Figure 1. Metal layers overlaid (run 1).
Drawn at 3 px/um.
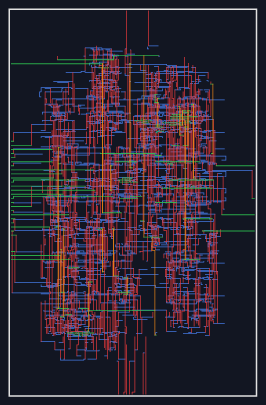
Figure 2. I/O nets highlighted (run 1).
Drawn at 4 px/um.
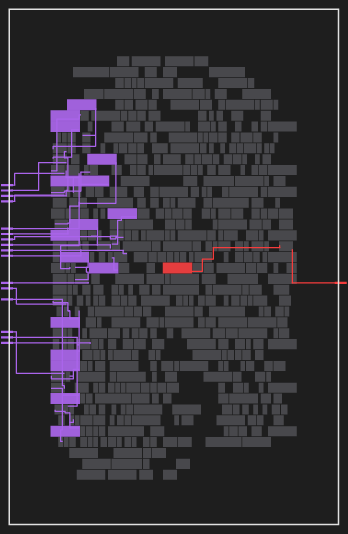
Figure 3. Clock wiring as the flow saved it (run 1).
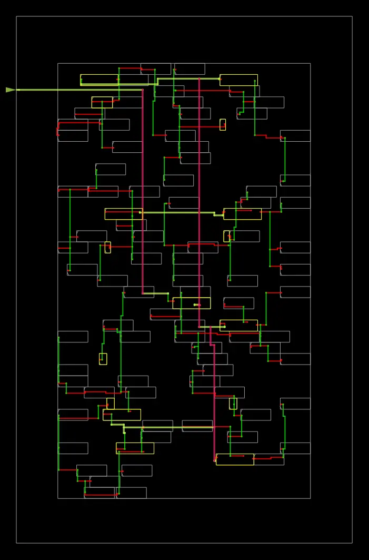
$ cat src/rtl/code_loader_if.sv
// ----------------------------------------------------------------------------
// code_loader_if
//
// Purpose:
//   Bundles the byte-stream handshake and the code-segment write port used by
//   code_loader. The clock and reset stay outside the bundle as plain ports.
//
// Signals:
//   RX_DATA          8   incoming program byte
//   RX_VALID         1   RX_DATA valid this cycle
//   RX_READY         1   loader accepts a byte this cycle
//   CODE_WR_ADDRESS  8   code segment write address
//   CODE_WR_DATA     16  instruction word to write
//   CODE_WREN        1   write strobe, one cycle per word
//
// Modports:
//   master  byte producer / code memory side (drives RX_DATA, RX_VALID)
//   slave   loader side (drives RX_READY and the write port)
// ----------------------------------------------------------------------------
interface code_loader_if;
  logic [7:0]  RX_DATA;
  logic        RX_VALID;
  logic        RX_READY;
  logic [7:0]  CODE_WR_ADDRESS;
  logic [15:0] CODE_WR_DATA;
  logic        CODE_WREN;

  modport master (
    output RX_DATA,
    output RX_VALID,
    input  RX_READY,
    input  CODE_WR_ADDRESS,
    input  CODE_WR_DATA,
    input  CODE_WREN
  );

  modport slave (
    input  RX_DATA,
    input  RX_VALID,
    output RX_READY,
    output CODE_WR_ADDRESS,
    output CODE_WR_DATA,
    output CODE_WREN
  );
endinterface

$ cat src/rtl/code_loader.sv
// ----------------------------------------------------------------------------
// code_loader
//
// Purpose:
//   Upstream stage of the processor. Receives a program as a byte stream
//   (count byte N, then N words high byte first; N=0 means 256 words),
//   writes each assembled 16-bit word into the code segment at addresses
//   0..N-1, then drives START low for START_PULSE_CYCLES cycles so the
//   processor restarts from IP=0. Everything runs on proc_clock.
//
// Parameters:
//   START_PULSE_CYCLES  cycles START is held low after a good load (1..255)
//   TIMEOUT_CYCLES      idle cycles allowed between bytes inside a frame
//                       before the frame is aborted; 0 disables the timeout
//
// Ports:
//   proc_clock  in   system clock, posedge
//   RESET       in   synchronous active-high reset
//   ld          if   code_loader_if.slave: byte handshake + code write port
//   START       out  processor start/reset, active low
//   BUSY        out  frame in progress (state other than IDLE)
//   DONE        out  sticky: last frame loaded and START pulsed
//   ERROR       out  sticky: last frame aborted
//
// Optional feature (macro CODE_LOADER_CHECKSUM_EN):
//   When defined, one extra byte follows the last word. It must equal the
//   XOR of the count byte and every payload byte; a mismatch aborts the
//   frame with ERROR instead of pulsing START. When undefined, the last
//   word write goes straight to the START pulse.
//
// All outputs come straight from flops; their next values are derived from
// the next state so that they line up with the state register.
// ----------------------------------------------------------------------------
module code_loader #(
  parameter int unsigned START_PULSE_CYCLES = 32'd4,
  parameter int unsigned TIMEOUT_CYCLES     = 32'd1000
) (
  input  logic            proc_clock,
  input  logic            RESET,
  code_loader_if.slave    ld,
  output logic            START,
  output logic            BUSY,
  output logic            DONE,
  output logic            ERROR
);

  typedef enum logic [2:0] {
    ST_IDLE  = 3'd0,
    ST_HI    = 3'd1,
    ST_LO    = 3'd2,
    ST_WRITE = 3'd3,
`ifdef CODE_LOADER_CHECKSUM_EN
    ST_PULSE = 3'd4,
    ST_CHECK = 3'd5
`else
    ST_PULSE = 3'd4
`endif
  } state_t;

  // Last value of the pulse counter while START is low.
  localparam logic [7:0] PULSE_LAST = 8'(START_PULSE_CYCLES - 32'd1);

`ifdef CODE_LOADER_CHECKSUM_EN
  // Running frame checksum: XOR of the count byte and all payload bytes.
  function automatic logic [7:0] csum_fold(input logic [7:0] acc,
                                           input logic [7:0] b);
    return acc ^ b;
  endfunction
`endif

  // Registered state
  state_t      state_r;
  logic [8:0]  words_left_r;
  logic [7:0]  addr_r;
  logic [15:0] data_r;
  logic [31:0] tmo_cnt_r;
  logic [7:0]  pulse_cnt_r;
  logic        ready_r;
  logic        wren_r;
  logic        start_r;
  logic        busy_r;
  logic        done_r;
  logic        error_r;
`ifdef CODE_LOADER_CHECKSUM_EN
  logic [7:0]  csum_r;
  logic [7:0]  csum_s;
`endif

  // Next-state values
  state_t      state_s;
  logic [8:0]  words_left_s;
  logic [7:0]  addr_s;
  logic [15:0] data_s;
  logic [31:0] tmo_cnt_s;
  logic [7:0]  pulse_cnt_s;
  logic        ready_s;
  logic        wren_s;
  logic        start_s;
  logic        busy_s;
  logic        done_s;
  logic        error_s;

  logic        accept_s;
  logic        tmo_hit_s;

  // A byte transfers only when the registered ready and the producer's valid
  // coincide; ready_r always mirrors whether state_r is an accepting state.
  assign accept_s  = ld.RX_VALID & ready_r;
  // Fires on the cycle that would be the TIMEOUT_CYCLES-th idle cycle.
  assign tmo_hit_s = (TIMEOUT_CYCLES != 32'd0) &&
                     (tmo_cnt_r == (TIMEOUT_CYCLES - 32'd1));

  // Next-state and next-output logic for the load FSM.
  always_comb begin
    state_s      = state_r;
    words_left_s = words_left_r;
    addr_s       = addr_r;
    data_s       = data_r;
    tmo_cnt_s    = tmo_cnt_r;
    pulse_cnt_s  = pulse_cnt_r;
    done_s       = done_r;
    error_s      = error_r;
`ifdef CODE_LOADER_CHECKSUM_EN
    csum_s       = csum_r;
`endif

    case (state_r)
      ST_IDLE: begin
        if (accept_s) begin
          // A count of zero encodes a full 256-word segment.
          words_left_s = (ld.RX_DATA == 8'd0) ? 9'd256 : {1'b0, ld.RX_DATA};
          addr_s       = 8'd0;
          done_s       = 1'b0;
          error_s      = 1'b0;
          tmo_cnt_s    = 32'd0;
`ifdef CODE_LOADER_CHECKSUM_EN
          csum_s       = ld.RX_DATA;
`endif
          state_s      = ST_HI;
        end else begin
          state_s      = ST_IDLE;
        end
      end

      ST_HI: begin
        if (accept_s) begin
          data_s    = {ld.RX_DATA, data_r[7:0]};
          tmo_cnt_s = 32'd0;
`ifdef CODE_LOADER_CHECKSUM_EN
          csum_s    = csum_fold(csum_r, ld.RX_DATA);
`endif
          state_s   = ST_LO;
        end else if (tmo_hit_s) begin
          error_s   = 1'b1;
          state_s   = ST_IDLE;
        end else begin
          tmo_cnt_s = tmo_cnt_r + 32'd1;
        end
      end

      ST_LO: begin
        if (accept_s) begin
          data_s    = {data_r[15:8], ld.RX_DATA};
          tmo_cnt_s = 32'd0;
`ifdef CODE_LOADER_CHECKSUM_EN
          csum_s    = csum_fold(csum_r, ld.RX_DATA);
`endif
          state_s   = ST_WRITE;
        end else if (tmo_hit_s) begin
          error_s   = 1'b1;
          state_s   = ST_IDLE;
        end else begin
          tmo_cnt_s = tmo_cnt_r + 32'd1;
        end
      end

      ST_WRITE: begin
        if (words_left_r == 9'd1) begin
          pulse_cnt_s  = 8'd0;
          tmo_cnt_s    = 32'd0;
`ifdef CODE_LOADER_CHECKSUM_EN
          state_s      = ST_CHECK;
`else
          state_s      = ST_PULSE;
`endif
        end else begin
          // Address wraps naturally; words_left guarantees no overrun.
          words_left_s = words_left_r - 9'd1;
          addr_s       = addr_r + 8'd1;
          tmo_cnt_s    = 32'd0;
          state_s      = ST_HI;
        end
      end

`ifdef CODE_LOADER_CHECKSUM_EN
      ST_CHECK: begin
        if (accept_s) begin
          tmo_cnt_s = 32'd0;
          if (ld.RX_DATA == csum_r) begin
            pulse_cnt_s = 8'd0;
            state_s     = ST_PULSE;
          end else begin
            error_s     = 1'b1;
            state_s     = ST_IDLE;
          end
        end else if (tmo_hit_s) begin
          error_s   = 1'b1;
          state_s   = ST_IDLE;
        end else begin
          tmo_cnt_s = tmo_cnt_r + 32'd1;
        end
      end
`endif

      ST_PULSE: begin
        if (pulse_cnt_r == PULSE_LAST) begin
          pulse_cnt_s = 8'd0;
          done_s      = 1'b1;
          state_s     = ST_IDLE;
        end else begin
          pulse_cnt_s = pulse_cnt_r + 8'd1;
        end
      end

      default: begin
        state_s = ST_IDLE;
      end
    endcase

    // Outputs are decoded from the next state so the flops match state_r.
`ifdef CODE_LOADER_CHECKSUM_EN
    ready_s = (state_s == ST_IDLE) || (state_s == ST_HI) ||
              (state_s == ST_LO)   || (state_s == ST_CHECK);
`else
    ready_s = (state_s == ST_IDLE) || (state_s == ST_HI) ||
              (state_s == ST_LO);
`endif
    wren_s  = (state_s == ST_WRITE);
    start_s = (state_s != ST_PULSE);
    busy_s  = (state_s != ST_IDLE);
  end

  // State and output registers with synchronous reset.
  always_ff @(posedge proc_clock) begin
    if (RESET) begin
      state_r      <= ST_IDLE;
      words_left_r <= 9'd0;
      addr_r       <= 8'd0;
      data_r       <= 16'd0;
      tmo_cnt_r    <= 32'd0;
      pulse_cnt_r  <= 8'd0;
      ready_r      <= 1'b0;
      wren_r       <= 1'b0;
      start_r      <= 1'b1;
      busy_r       <= 1'b0;
      done_r       <= 1'b0;
      error_r      <= 1'b0;
`ifdef CODE_LOADER_CHECKSUM_EN
      csum_r       <= 8'd0;
`endif
    end else begin
      state_r      <= state_s;
      words_left_r <= words_left_s;
      addr_r       <= addr_s;
      data_r       <= data_s;
      tmo_cnt_r    <= tmo_cnt_s;
      pulse_cnt_r  <= pulse_cnt_s;
      ready_r      <= ready_s;
      wren_r       <= wren_s;
      start_r      <= start_s;
      busy_r       <= busy_s;
      done_r       <= done_s;
      error_r      <= error_s;
`ifdef CODE_LOADER_CHECKSUM_EN
      csum_r       <= csum_s;
`endif
    end
  end

  assign ld.RX_READY        = ready_r;
  assign ld.CODE_WR_ADDRESS = addr_r;
  assign ld.CODE_WR_DATA    = data_r;
  assign ld.CODE_WREN       = wren_r;
  assign START              = start_r;
  assign BUSY               = busy_r;
  assign DONE               = done_r;
  assign ERROR              = error_r;

endmodule
$ cat src/flat_wrapper.sv
// flat-port wrapper written by rule: the top's interface ports become plain ports
module code_loader_flat 
#(
  parameter int unsigned START_PULSE_CYCLES = 32'd4,
  parameter int unsigned TIMEOUT_CYCLES     = 32'd1000
)
  (proc_clock, RESET, START, BUSY, DONE, ERROR, ld_RX_DATA, ld_RX_VALID, ld_RX_READY, ld_CODE_WR_ADDRESS, ld_CODE_WR_DATA, ld_CODE_WREN);
  code_loader_if ld_i ();
  input  logic proc_clock;
  input  logic RESET;
  output logic START;
  output logic BUSY;
  output logic DONE;
  output logic ERROR;
  input wire logic [$bits(ld_i.RX_DATA)-1:0] ld_RX_DATA;
  input wire logic [$bits(ld_i.RX_VALID)-1:0] ld_RX_VALID;
  output wire logic [$bits(ld_i.RX_READY)-1:0] ld_RX_READY;
  output wire logic [$bits(ld_i.CODE_WR_ADDRESS)-1:0] ld_CODE_WR_ADDRESS;
  output wire logic [$bits(ld_i.CODE_WR_DATA)-1:0] ld_CODE_WR_DATA;
  output wire logic [$bits(ld_i.CODE_WREN)-1:0] ld_CODE_WREN;
  assign ld_i.RX_DATA = ld_RX_DATA;
  assign ld_i.RX_VALID = ld_RX_VALID;
  assign ld_RX_READY = ld_i.RX_READY;
  assign ld_CODE_WR_ADDRESS = ld_i.CODE_WR_ADDRESS;
  assign ld_CODE_WR_DATA = ld_i.CODE_WR_DATA;
  assign ld_CODE_WREN = ld_i.CODE_WREN;
  code_loader #(.START_PULSE_CYCLES(START_PULSE_CYCLES), .TIMEOUT_CYCLES(TIMEOUT_CYCLES)) u_core (.proc_clock(proc_clock), .RESET(RESET), .ld(ld_i), .START(START), .BUSY(BUSY), .DONE(DONE), .ERROR(ERROR));
endmodule
$ cat config.mk
export PLATFORM = sky130hd
export DESIGN_NAME = code_loader_flat
export DESIGN_NICKNAME = d
export VERILOG_FILES = /design/src/rtl/code_loader_if.sv /design/src/rtl/code_loader.sv /design/src/flat_wrapper.sv
export SDC_FILE = /design/constraint.sdc
export NUM_CORES = 1
export LEC_CHECK = 0
export ABC_CLOCK_PERIOD_IN_PS = 6200
export CORE_ASPECT_RATIO = 1.75
export CORE_MARGIN = 10
export CORE_UTILIZATION = 60
export CTS_CLUSTER_DIAMETER = 60
export CTS_CLUSTER_SIZE = 12
export DETAILED_ROUTE_END_ITERATION = 16
export PLACE_DENSITY = 0.91
export SYNTH_ARGS = -nofsm -noshare
export SYNTH_HDL_FRONTEND = slang
export SYNTH_SLANG_ARGS = --single-unit
$ cat constraint.sdc
create_clock -name proc_clock -period 6.2 [get_ports proc_clock]
set_clock_uncertainty 0.15 [all_clocks]
set_input_delay 1.24 -clock proc_clock [delete_from_list [all_inputs] [get_ports proc_clock]]
set_output_delay 1.24 -clock proc_clock [all_outputs]
set_load 0.01 [all_outputs]
==> metrics.cfg, run 1 <==
[power_and_ir_drop]
power_leader = registers
pg_seq_mw = 0.543
p_sw_share_pct = 23.5
power.share.sequential_pct = 49.3
power.leakage_nw = 1.72
power_density_mw_per_mm2 = 235
combPwrFrac_pct = 7.2
max-vdd-ir-drop_mv = 0.238
p_int_mw = 0.843

[die]
die_h_um = 128
placementRows = 39
die_w_um = 82.0
coreArea_mm2 = 0.00654
num_io_pins = 41

[timing]
worstMarginPinSlew_ns = 1.07
setup_viol = 0
tns_ns = 0
clock.fmax_mhz = 309
holdWs_ns = 0.306
relSlewSlack_pct = 28.5
finalHoldViolCount = 0
period_used_pct = 52.2

[yosys]
syn_area_mm2 = 0.00403
ys_sh_mux_pct = 0.497
flop_cell = dfxtp_1
yosys_warnings = 0
yosys.area.top_type_share_pct = 40.7
yosys-top-cells-count = dfxtp_1, nand2_1, nor2_1
simple_gate_area_share_pct = 31.4
syn_nets = 504
ys_sh_aoi_pct = 19.4
ys_chip_area_mm2 = 0.00403
synth_seq_share_pct = 40.7
ys_sh_xor_pct = 2.61
synthTopLogicFamily = simple AND/OR/NAND/NOR gates
synthCells = 488

[clock_network]
postCtsSetupBuffers = 0
cts_buffers = 9
path_clk_slew_ns = 0.06
h-tree-depth = 3
ctsHoldBuffers = 0

[setup_path]
worst_r2r_endpoint = u_core.ld.CODE_WR_ADDRESS[4]
reg2reg_slack_ns = 3.41
critPathKind = in -> reg
worst-path-buf-inv = 1
crit_fanout = 17
r2r_cells = 5
cp.required_ns = 6.28
crit_start = ld_RX_VALID
crit_path_top_delay_cell = clkdlybuf4s50_1
r2r-start = u_core.state_r[0]
end_kind = flip-flop
cp_top_family = simple AND/OR/NAND/NOR gates

[hold_path]
hold_start = u_core.ld.CODE_WR_DATA[7]
min_to = u_core.ld.CODE_WR_DATA[7]
hold_class = reg -> reg

[place]
dp_slack_ns = 2.64
port_buffers = 40
post-place-cells = 585
gp_congestion = 0.918

[finish]
layout_top_cells = dfxtp_1, nand2_1, nor2_1
antennaDiodeCount = 0
nets = 530
finish.utilization_pct = 71.7
drive_gt1_share_pct = 6.55
lay_top_count = dfxtp_1
largest_reg_flops = 32
final_cell_count_no_fill = 601
top_register = u_core.tmo_cnt_r
syn_to_final_growth_pct = 16.4

[status]
outcome = completed

[drt]
ant_nets = 0
drtPass1Iterations = 5
vias_per_cell = 6.35
first_iter_violations = 413

[global_route]
grt_pass1_wl_mm = 17.6

[flow_run]
cap_violations = 0
warnings = 27

Back to the opening pictures, Figure 1:
Key: metal 1 = blue [wire length 3,690 um]; metal 4 = orange [wire length 465 um]; metal 2 = red [wire length 5,490 um]; metal 3 = green [wire length 683 um]
WL/cell: 17.2 um
Routed Wire Length: 10.3 mm
DR vias: 3,818
Tot GR Track Use: 21.0%

Back to the opening pictures, Figure 2:
Key: ld_CODE_WR_DATA = purple [bits 16, direction output, edge left, end cells 16, buffers 16, wire 616 um]; START = red [bits 1, direction output, edge right, end cells 1, buffers 1, wire 47.7 um]

Back to the opening pictures, Figure 3:
clock buffer count: 13
seq_cells: 82
Skew-Pair Late Insertion Delay: 0.34 ns
# clock sinks: 82
clk pwr: 0.479 mW

-- run 1: per-layer routing --
| layer | global-route usage, % | up-vias | part of all wire [%] |
|---|---|---|---|
| met3 | 7.11 | 44 | 6.6 |
| met5 | 0 | - | 0 |
| met2 | 35.7 | 146 | 53 |
| met4 | 12.6 | 0 | 4.5 |
| li1 | - | 1836 | - |
| met1 | 21.3 | 1792 | 36 |
-- run 1: cell type report --
| class | instances | area [um2] |
|---|---|---|
| inverters | 10 | 37.5 |
| clock inverters | 3 | 15.0 |
| well taps | 82 | 103 |
| clock buffers | 13 | 250 |
| fillers | 502 | 1850 |
| flip-flops and latches | 82 | 1640 |
| repair buffers | 41 | 408 |
| multi-input cells | 370 | 2230 |
--- run 2 (diff from run 1) ---
- ABC_CLOCK_PERIOD_IN_PS: 6200 -> 2800
- CORE_UTILIZATION: 60 -> 51
- PLACE_DENSITY: 0.91 -> 0.83
- clock period: 6.2 -> 2.8 ns (I/O delays scaled with it)
Figure 4. Clock wiring as the flow saved it (run 2).
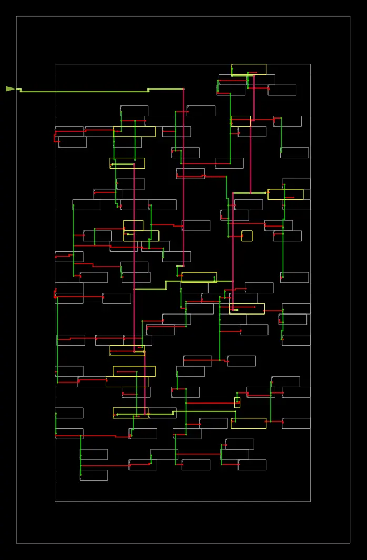
clk pwr: 1.40 mW
clock buffer count: 12
CTS buffer count: 9

==> run 2 against run 1 <==
  * Sequential share of layout area fell by 1.5 points
  * Highest routed layer unchanged
  * Setup slack lost 2.5 ns
  * Wire length rose by 5.7%
  * Die area is 14% higher
  * Hold slack improved by 0.0012 ns
  * Clock power grew to 2.9 times the previous value
  * Critical path depth is 1 higher
  * Power went up to 2.5 times the previous value
  * Flip-flop count is the same
  * Cell count up 3.5%
  * Combinational power grew 140%
==> metrics.cfg, run 2 <==
[setup_path]
r2r-start = u_core.pulse_cnt_r[0]
crit_start = ld_RX_VALID
r2r_cells = 6  ; +1
crit_path_top_delay_cell = nor2_1
reg2reg_slack_ns = 0.44  ; -2.97 ns

[finish]
nets = 545  ; +2.8%
largest_reg_flops = 32  ; unchanged

[drt]
drtPass1Iterations = 5  ; unchanged
top_layer = met4
drt-met1-wl_mm = 4.01  ; +8.5%
ant_nets = 0  ; unchanged
first_iter_violations = 350  ; -15%
vias = 3896  ; +2.0%
vias_per_cell = 6.26  ; -1.4%
drt-total-wl_mm = 10.9  ; +5.7%
routedWlPerCell_um = 17.5  ; +2.1%

[power_and_ir_drop]
power_leader = clock
power_density_mw_per_mm2 = 569  ; +140%
p_sw_share_pct = 22.0  ; -1.5 points
max-vdd-ir-drop_mv = 0.410  ; +72%
p_int_mw = 2.18  ; +160%

[timing]
period_used_pct = 85.1
worstMarginPinSlew_ns = 1.05  ; -0.0155 ns
finalHoldViolCount = 0  ; unchanged

[global_route]
use_met2_pct = 33.4  ; -2.3 points
met1_usage_pct = 19.1  ; -2.1 points
grt.busiest_layer = met2

[yosys]
synth_seq_share_pct = 40.7  ; unchanged
synthCells = 488  ; unchanged
yosys-top-cells-count = dfxtp_1, nand2_1, nor2_1
synthTopLogicFamily = simple AND/OR/NAND/NOR gates
syn_area_mm2 = 0.00403  ; unchanged
ys_chip_area_mm2 = 0.00403  ; unchanged
flop_cell = dfxtp_1
simple_gate_area_share_pct = 31.4  ; unchanged
yosys.area.top_type_share_pct = 40.7  ; unchanged
yosys_warnings = 0  ; unchanged

[flow_run]
cap_violations = 0  ; unchanged
warnings = 27  ; unchanged

[status]
outcome = completed

[die]
placementRows = 42  ; +7.7%

## run 2: cell types whose count changed in the layout (fill, tap and decap cells not counted)
cell / previous run / this run
nor2_2: 0 / 1
buf_4: 1 / 16
bufinv_16: 0 / 3
nor2_1: 48 / 47
clkbuf_8: 1 / 2
clkbuf_1: 3 / 1
clkinv_2: 3 / 0
clkinvlp_4: 0 / 1
## run 2: worst min-delay path, stage by stage, from the launching register on
cell and delay [ns]:
dfxtp_1 0.31, nand2_1 0.05, a21oi_1 0.05
## run 2: cell type report
| type | instances | area (um2) |
|---|---|---|
| clock buffers | 12 | 256 |
| clock inverters | 4 | 97.6 |
| fillers | 606 | 2720 |
| inverters | 10 | 37.5 |
| multi-input cells | 370 | 2240 |
| flip-flops and latches | 82 | 1640 |
| well taps | 88 | 110 |
| repair buffers | 56 | 520 |
--- run 3 (diff from run 2) ---
- CAP_MARGIN: not set -> 15
- SLEW_MARGIN: not set -> 20
Figure 5. Sequential cells grouped by signal name (run 3).
Drawn at 2 px/um. Other sequential cells in the stronger grey, the rest of the logic in the fainter grey.
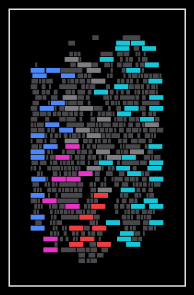
Key: u_core.ld.CODE_WR_ADDRESS = red [placed flops 8, where bottom middle]; u_core.tmo_cnt_r = cyan [placed flops 32]; u_core.words_left_r = magenta [placed flops 9]; u_core.ld.CODE_WR_DATA = blue [placed flops 16]
seq pwr: 1.20 mW
fraction of area in registers: 33.5%

==> run 3 against run 2 <==
  * Critical path type unchanged
  * Cell area unchanged
  * Flip-flop count unchanged
  * Non-clock buffer count unchanged
==> metrics.cfg, run 3 <==
[timing]
clock.fmax_mhz = 420
tns_ns = 0
finalHoldViolCount = 0  ; unchanged
setup_viol = 0
worstMarginPinSlew_ns = 1.05  ; unchanged
period_used_pct = 85.1  ; unchanged

[power_and_ir_drop]
p_int_mw = 2.18  ; unchanged
power_density_mw_per_mm2 = 569  ; unchanged
max-vdd-ir-drop_mv = 0.410  ; unchanged
powerClk_mw = 1.40  ; about the same
power.leakage_nw = 1.83
power_leader = clock
p_sw_share_pct = 22.0  ; unchanged

[finish]
finish.utilization_pct = 64.3
logic_area_mm2 = 0.00224  ; unchanged
flop-count = 82  ; unchanged
num-fill-cells = 606  ; unchanged
layout.nonclk_buf_share_pct = 10.6  ; unchanged
nNonClkInverters = 10  ; unchanged
clkbuf_count = 12  ; unchanged
seq_area_mm2 = 0.00164  ; unchanged
nNonClkBuffers = 56  ; unchanged
nets = 545  ; unchanged
clock_tree_area_fraction_pct = 7.22  ; unchanged
largest_reg_flops = 32  ; unchanged
comb_share_pct = 45.6  ; unchanged
largestClassByArea = multi-input combinational cells
logic_gate_count = 370  ; unchanged

[die]
tap_cells = 88  ; unchanged
fp_util_pct = 52.9
placementRows = 42  ; unchanged
chip_area_mm2 = 0.0120

[drt]
first_iter_violations = 350  ; unchanged
drtPass1Iterations = 5  ; unchanged
ant_nets = 0  ; unchanged
wl_met3_um = 656
routedWlPerCell_um = 17.5  ; unchanged
top_layer = met4
drt-total-wl_mm = 10.9  ; unchanged
drt-met1-wl_mm = 4.01  ; unchanged
vias_per_cell = 6.26  ; unchanged
vias = 3896  ; unchanged
drc = 0

[setup_path]
cp_slowest_stage_delay_ns = 0.82
r2r-start = u_core.pulse_cnt_r[0]
crit_path_top_delay_cell = nor2_1
cp_data_arrival_time_ns = 2.49
r2r_cells = 6  ; unchanged
reg2reg_slack_ns = 0.44  ; about the same

[place]
gp_congestion = 0.909
port_buffers = 40
post_dp_cell_area_mm2 = 0.00454

[yosys]
synth_cell_types = 57
flop_cell = dfxtp_1
synth-async-reset-ratio_pct = 0
ys_sh_aoi_pct = 19.4
syn_area_mm2 = 0.00403  ; unchanged
yosys-top-cells-count = dfxtp_1, nand2_1, nor2_1
synth_seq_share_pct = 40.7  ; unchanged
ys_top_cells_by_area = dfxtp_1, a21oi_1, nand2_1, nor2_1, o21ai_0
simple_gate_area_share_pct = 31.4  ; unchanged
synthTopLogicFamily = simple AND/OR/NAND/NOR gates
ys_chip_area_mm2 = 0.00403  ; unchanged
synthCells = 488  ; unchanged
synth.most_common_cell = dfxtp_1
yosys.area.top_type_share_pct = 40.7  ; unchanged
yosys_warnings = 0  ; unchanged

[clock_network]
clockRootBuffer = clkbuf_16
postCtsSetupBuffers = 0
cts_tree = yes
cts_buffers = 9  ; unchanged

[global_route]
use_met2_pct = 33.4  ; unchanged
met1_usage_pct = 19.1  ; unchanged
grt_pass1_wl_mm = 18.3
grt.busiest_layer = met2

[status]
outcome = completed

[flow_run]
warnings = 27  ; unchanged
cap_violations = 0  ; unchanged

[hold_path]
hold_start = u_core.ld.CODE_WR_DATA[0]

==> run 3: cell counts after synthesis <==
No cell type changed its count.
==> run 3: how the worst max path moves through the flow <==
stage                                       from                           end  depth (start not counted)
after detailed placement             ld_RX_VALID           u_core.tmo_cnt_r[1]                          7
after CTS                 u_core.words_left_r[0]  u_core.ld.CODE_WR_ADDRESS[6]                          6
after floorplan                      ld_RX_VALID          u_core.tmo_cnt_r[23]                          6
after global placement               ld_RX_VALID           u_core.tmo_cnt_r[1]                          7
final                                ld_RX_VALID           u_core.tmo_cnt_r[1]                          7
after global routing      u_core.words_left_r[0]        u_core.words_left_r[2]                          6
==> run 3: timing repair <==
item                                    4_1_cts  5_1_grt
endpoints found under the setup margin        0        7
resized                                       0        1
hold buffers                                  0        0

==> notes/layouts.md <==
Pictures saved along the way, in no particular order.

Gate families picked out.
Drawn at 3 px/um.
panel A
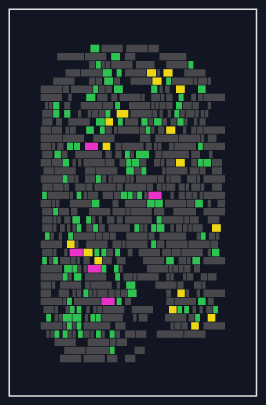
panel B
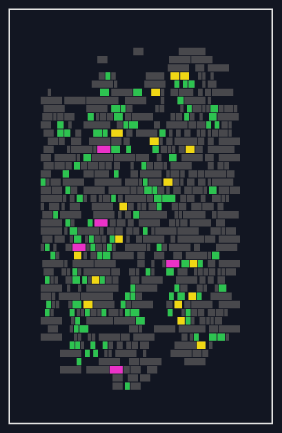
run 2: panel B
run 1: panel A

Power is estimated from default activity; no workload was simulated.
